`src/rtl/press_gen_pkg.sv`:
```
// Shared types and width helpers for the pulse-to-press generator.
package press_gen_pkg;

  typedef enum logic [1:0] {
    S_IDLE = 2'd0,
    S_HOLD = 2'd1,
    S_GAP  = 2'd2
  } state_t;

  // Timer must hold max(HOLD,GAP)-1; keep at least one bit for HOLD=GAP=1.
  function automatic int tmr_width(input int hold, input int gap);
    int m;
    m = (hold > gap) ? hold : gap;
    return (m > 1) ? $clog2(m) : 1;
  endfunction

  function automatic int pend_width(input int qdepth);
    return $clog2(qdepth + 1);
  endfunction

endpackage

```
`src/rtl/press_gen_if.sv`:
```
// Event-in / press-out bundle of press_gen; master is the event source.
interface press_gen_if import press_gen_pkg::*; #(
  parameter int QDEPTH = 3
);
  localparam int PW = pend_width(QDEPTH);

  logic          pulse;
  logic          press;
  logic          busy;
  logic [PW-1:0] pend;
  logic          ovf;

  modport master (output pulse, input press, busy, pend, ovf);
  modport slave  (input pulse, output press, busy, pend, ovf);
endinterface

```
`src/rtl/press_timer.sv`:
```
// Loadable down-counter that parks at zero and flags it.
module press_timer #(
  parameter int W = 3
) (
  input  logic         clk,
  input  logic         rst,
  input  logic         load,
  input  logic [W-1:0] load_val,
  output logic         zero
);
  logic [W-1:0] cnt;

  always_ff @(posedge clk or posedge rst) begin
    if (rst)               cnt <= '0;
    else if (load)         cnt <= load_val;
    else if (cnt != '0)    cnt <= cnt - 1'b1;
  end

  assign zero = (cnt == '0);
endmodule

```
`src/rtl/press_gen.sv`:
```
// Stretches event pulses into HOLD-long presses separated by GAP low cycles.
// Build macro PRESS_GEN_QUEUE_EN enables the pending-event queue.
module press_gen import press_gen_pkg::*; #(
  parameter int HOLD   = 8,
  parameter int GAP    = 4,
  parameter int QDEPTH = 3
) (
  input  logic        clk,
  input  logic        rst,
  press_gen_if.slave  bus
);
  localparam int TW = tmr_width(HOLD, GAP);
  localparam int PW = pend_width(QDEPTH);
  localparam logic [TW-1:0] HOLD_LD = TW'(HOLD - 1);
  localparam logic [TW-1:0] GAP_LD  = TW'(GAP - 1);

  state_t        state;
  logic          press_q, busy_q, ovf_q;
  logic [PW-1:0] pend_q;
  logic          tzero, gap_end, replay, enq, deq, full, drop, load;
  logic [TW-1:0] load_val;

  // On the final GAP cycle a fresh pulse either starts the next HOLD itself
  // (queue empty) or takes the slot freed by the replayed event.
  always_comb begin
    gap_end  = (state == S_GAP) && tzero;
    deq      = gap_end && (pend_q != '0);
    replay   = gap_end && (deq || bus.pulse);
    enq      = bus.pulse && (state != S_IDLE) && !(gap_end && (pend_q == '0));
    drop     = enq && full && !deq;
    load     = ((state == S_IDLE) && bus.pulse) || replay ||
               ((state == S_HOLD) && tzero);
    load_val = (state == S_HOLD) ? GAP_LD : HOLD_LD;
  end

`ifdef PRESS_GEN_QUEUE_EN
  localparam logic [PW-1:0] QMAX = PW'(QDEPTH);

  assign full = (pend_q == QMAX);

  always_ff @(posedge clk or posedge rst) begin
    if (rst)                          pend_q <= '0;
    else if (enq && !deq && !full)    pend_q <= pend_q + 1'b1;
    else if (deq && !enq)             pend_q <= pend_q - 1'b1;
  end
`else
  assign full   = 1'b1;
  assign pend_q = '0;
`endif

  press_timer #(.W(TW)) u_timer (
    .clk      (clk),
    .rst      (rst),
    .load     (load),
    .load_val (load_val),
    .zero     (tzero)
  );

  always_ff @(posedge clk or posedge rst) begin
    if (rst) begin
      state   <= S_IDLE;
      press_q <= 1'b0;
      busy_q  <= 1'b0;
      ovf_q   <= 1'b0;
    end else begin
      if (drop) ovf_q <= 1'b1;
      case (state)
        S_IDLE: if (bus.pulse) begin
          state   <= S_HOLD;
          press_q <= 1'b1;
          busy_q  <= 1'b1;
        end
        S_HOLD: if (tzero) begin
          state   <= S_GAP;
          press_q <= 1'b0;
        end
        S_GAP: if (tzero) begin
          if (replay) begin
            state   <= S_HOLD;
            press_q <= 1'b1;
          end else begin
            state   <= S_IDLE;
            busy_q  <= 1'b0;
          end
        end
        default: begin
          state   <= S_IDLE;
          press_q <= 1'b0;
          busy_q  <= 1'b0;
        end
      endcase
    end
  end

  assign bus.press = press_q;
  assign bus.busy  = busy_q;
  assign bus.pend  = pend_q;
  assign bus.ovf   = ovf_q;
endmodule

```
`src/flat_wrapper.sv`:
```
// flat-port wrapper written by rule: the top's interface ports become plain ports
module press_gen_flat import press_gen_pkg::*;
#(
  parameter int HOLD   = 8,
  parameter int GAP    = 4,
  parameter int QDEPTH = 3
)
  (clk, rst, bus_pulse, bus_press, bus_busy, bus_pend, bus_ovf);
  press_gen_if #(.QDEPTH(QDEPTH)) bus_i ();
  input  logic clk;
  input  logic rst;
  input wire logic [$bits(bus_i.pulse)-1:0] bus_pulse;
  output wire logic [$bits(bus_i.press)-1:0] bus_press;
  output wire logic [$bits(bus_i.busy)-1:0] bus_busy;
  output wire logic [$bits(bus_i.pend)-1:0] bus_pend;
  output wire logic [$bits(bus_i.ovf)-1:0] bus_ovf;
  assign bus_i.pulse = bus_pulse;
  assign bus_press = bus_i.press;
  assign bus_busy = bus_i.busy;
  assign bus_pend = bus_i.pend;
  assign bus_ovf = bus_i.ovf;
  press_gen #(.HOLD(HOLD), .GAP(GAP), .QDEPTH(QDEPTH)) u_core (.clk(clk), .rst(rst), .bus(bus_i));
endmodule
```
`config.mk`:
```
export PLATFORM = sky130hd
export DESIGN_NAME = press_gen_flat
export DESIGN_NICKNAME = d
export VERILOG_FILES = /design/src/rtl/press_gen_pkg.sv /design/src/rtl/press_gen_if.sv /design/src/rtl/press_timer.sv /design/src/rtl/press_gen.sv /design/src/flat_wrapper.sv
export SDC_FILE = /design/constraint.sdc
export NUM_CORES = 1
export LEC_CHECK = 0
export CAP_MARGIN = 10
export CELL_PAD_IN_SITES_DETAIL_PLACEMENT = 2
export CELL_PAD_IN_SITES_GLOBAL_PLACEMENT = 2
export CORE_AREA = 2 2 41 51
export DETAILED_ROUTE_END_ITERATION = 6
export DIE_AREA = 0 0 43 53
export PLACE_DENSITY = 0.68
export SETUP_SLACK_MARGIN = 0.5
export SLEW_MARGIN = 20
export SYNTH_ARGS = -nofsm -noshare
export SYNTH_HDL_FRONTEND = slang
export SYNTH_HIERARCHICAL = 1
export SYNTH_SLANG_ARGS = --single-unit
```
`constraint.sdc`:
```
create_clock -name clk -period 1.58 [get_ports clk]
set_input_delay 0.158 -clock clk [delete_from_list [all_inputs] [get_ports clk]]
set_output_delay 0.158 -clock clk [all_outputs]
set_load 0.02 [all_outputs]
```
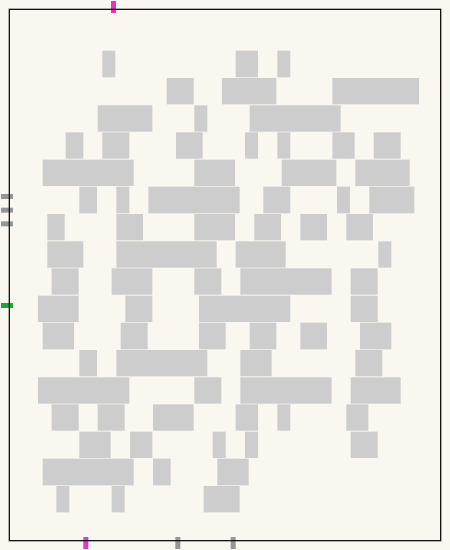
Fig. 1. Pin placement (run 1).
Scale: 10 px per micron. Pins as bars across the die edge, other pins in gray.
[green] bus_press | pins: 1 | direction: output | edge: west
[magenta] bus_pend | pins: 2 | direction: output | edge: 1 north, 1 south
all pins by edge: 4 west, 3 south, 1 north

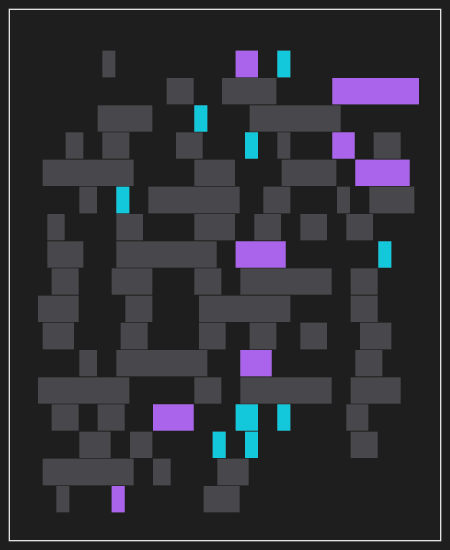
Fig. 2. Logic cells by family (run 1).
Scale: 10 px per micron.
[purple] NOR gates | cells: 8
[cyan] inverters | cells: 9

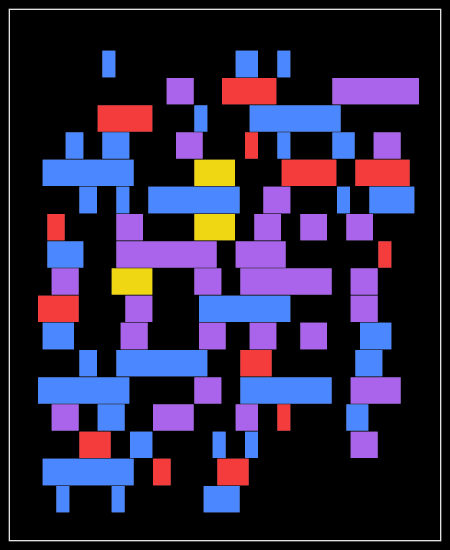
Fig. 3. Cells by drive strength (run 1).
Scale: 10 px per micron.
[red] _2 cells | cells: 13
[purple] _3 and _4 cells | cells: 27
[yellow] _6 and larger | cells: 3
[blue] _0 and _1 cells | cells: 33

==> flow report, run 1 <==
============================================================================
Result of the run                                               complete, but fails checks
Violations in the final reports                                 negative setup slack
Final min period                                                     1580 ps
Clock network area share                                               2.82%
Max stage delay on crit path                                          370 ps
Syn-to-layout area delta                                               72.0%
Data required, critical path                                         1720 ps
Util after Layout                                                      44.7%
Y dimension of the die                                            53 microns
Area reported by Yosys stat                                        464 sq um
Class of the most critical setup path                                reg2reg
Max-slew violation count                                                   0
Violation tally from detailed-route iteration zero                         1
Highest net fanout along the worst path                                    3
Flop-to-flop setup slack                                               -2 ps
Clk pwr share                                                           9.8%
Antenna violation net count after detailed routing                         0
Layout fillers                                                           200
Buffer type at the clock tree root                              sky130_fd_sc_hd__clkbuf_4
Final setup fails                                                          1
Crit. End Element                                                       flop
Buffer depth of the longest clock path                                     2
Clock latency on the worst-skew pair                                  260 ps
Top library cells by usage in the layout, fill and taps aside   sky130_fd_sc_hd__buf_4 (17), sky130_fd_sc_hd__dfrtp_1 (8), sky130_fd_sc_hd__inv_1 (5), sky130_fd_sc_hd__conb_1 (4)
Post-synthesis cell count from yosys                                      48
CTS resizes                                                               20
WP data arrival                                                      1730 ps
Via count of the first global-routing pass                               505
Post-layout worst setup margin                                      -2.15 ps
Synth unique cells                                                        23
Count of inserted antenna diode cells                                      0
Simple-gate share of the synthesized area                              21.0%
Mux cell area share after synthesis                                       0%
Core ar.                                                          1790 sq um
Number of signal-net buffers in the layout                                25
Sequential-cell power consumption                                   0.383 mW
Mean post-synth cell area                                         9.67 sq um
Antenna violations before repair                                           0
Biggest area consumer among cell classes                        combinational gates
Worst-path cell with the longest stage delay                    sky130_fd_sc_hd__dfrtp_1
Switching portion of total power                                       38.7%
Post-CTS Hold Fix Bufs                                                     0
Post-placement setup slack                                          -90.8 ps
============================================================================
==> run 1 -> run 2 <==
--- a/config.mk
+++ b/config.mk
@@ -11,6 +11,7 @@
 export CORE_AREA = 2 2 41 51
 export DETAILED_ROUTE_END_ITERATION = 6
 export DIE_AREA = 0 0 43 53
+export GPL_ROUTABILITY_DRIVEN = 1
 export PLACE_DENSITY = 0.68
 export SETUP_SLACK_MARGIN = 0.5
 export SLEW_MARGIN = 20
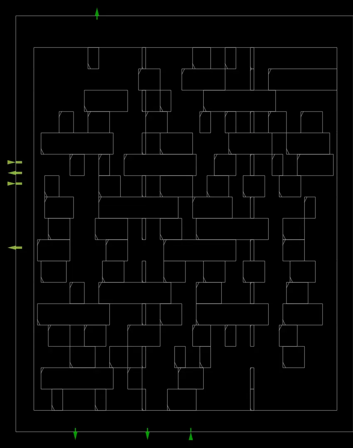
Fig. 4. Cell placement (run 2).
row count: 17
FFs & Latches: 8
Layout fillers: 200

==> run 2 against run 1 <==
- critical endpoint unchanged
- the flow still finishes with violations (negative setup slack)
- clock power about the same
- register-to-register slack about the same
- synthesized cell count unchanged
- combinational power about the same
- worst hold slack unchanged
- clock skew unchanged
- area after synthesis unchanged
- die size unchanged
- flip-flop count unchanged
- critical path depth unchanged
- design area unchanged
- fmax unchanged
==> flow report, run 2 <==
============================================================================
Post-placement setup slack                                          -90.8 ps   unchanged
Mux cell area share after synthesis                                       0%   unchanged
Violations in the final reports                                 negative setup slack
Max-slew violation count                                                   0   unchanged
CTS resizes                                                               20   unchanged
Core ar.                                                          1790 sq um   unchanged
Antenna violation net count after detailed routing                         0   unchanged
Max stage delay on crit path                                          370 ps   about the same
Crit. End Element                                                       flop
Post-synthesis cell count from yosys                                      48   unchanged
Class of the most critical setup path                                reg2reg
Sequential-cell power consumption                                   0.383 mW   about the same
Antenna violations before repair                                           0   unchanged
Simple-gate share of the synthesized area                              21.0%   unchanged
Top library cells by usage in the layout, fill and taps aside   sky130_fd_sc_hd__buf_4 (17), sky130_fd_sc_hd__dfrtp_1 (8), sky130_fd_sc_hd__inv_1 (5), sky130_fd_sc_hd__conb_1 (4)
Result of the run                                               complete, but fails checks
Clock network area share                                               2.82%   unchanged
Post-layout worst setup margin                                      -2.15 ps   unchanged
Final setup fails                                                          1   unchanged
Y dimension of the die                                            53 microns   unchanged
Syn-to-layout area delta                                               72.0%   unchanged
Clock latency on the worst-skew pair                                  260 ps   about the same
Switching portion of total power                                       38.7%   unchanged
Data required, critical path                                         1720 ps   about the same
============================================================================
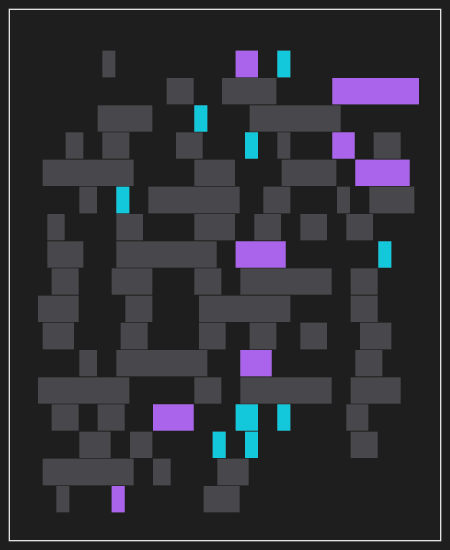
Fig. 5. Logic cells by family (run 2).
Scale: 10 px per micron.
[cyan] inverters | cells: 9
[purple] NOR gates | cells: 8
Comb/total area: 39.2%
Top cell excl fill/tap: sky130_fd_sc_hd__buf_4
post-route non-filler standard cell count: 95

Power is estimated from default activity; no workload was simulated.
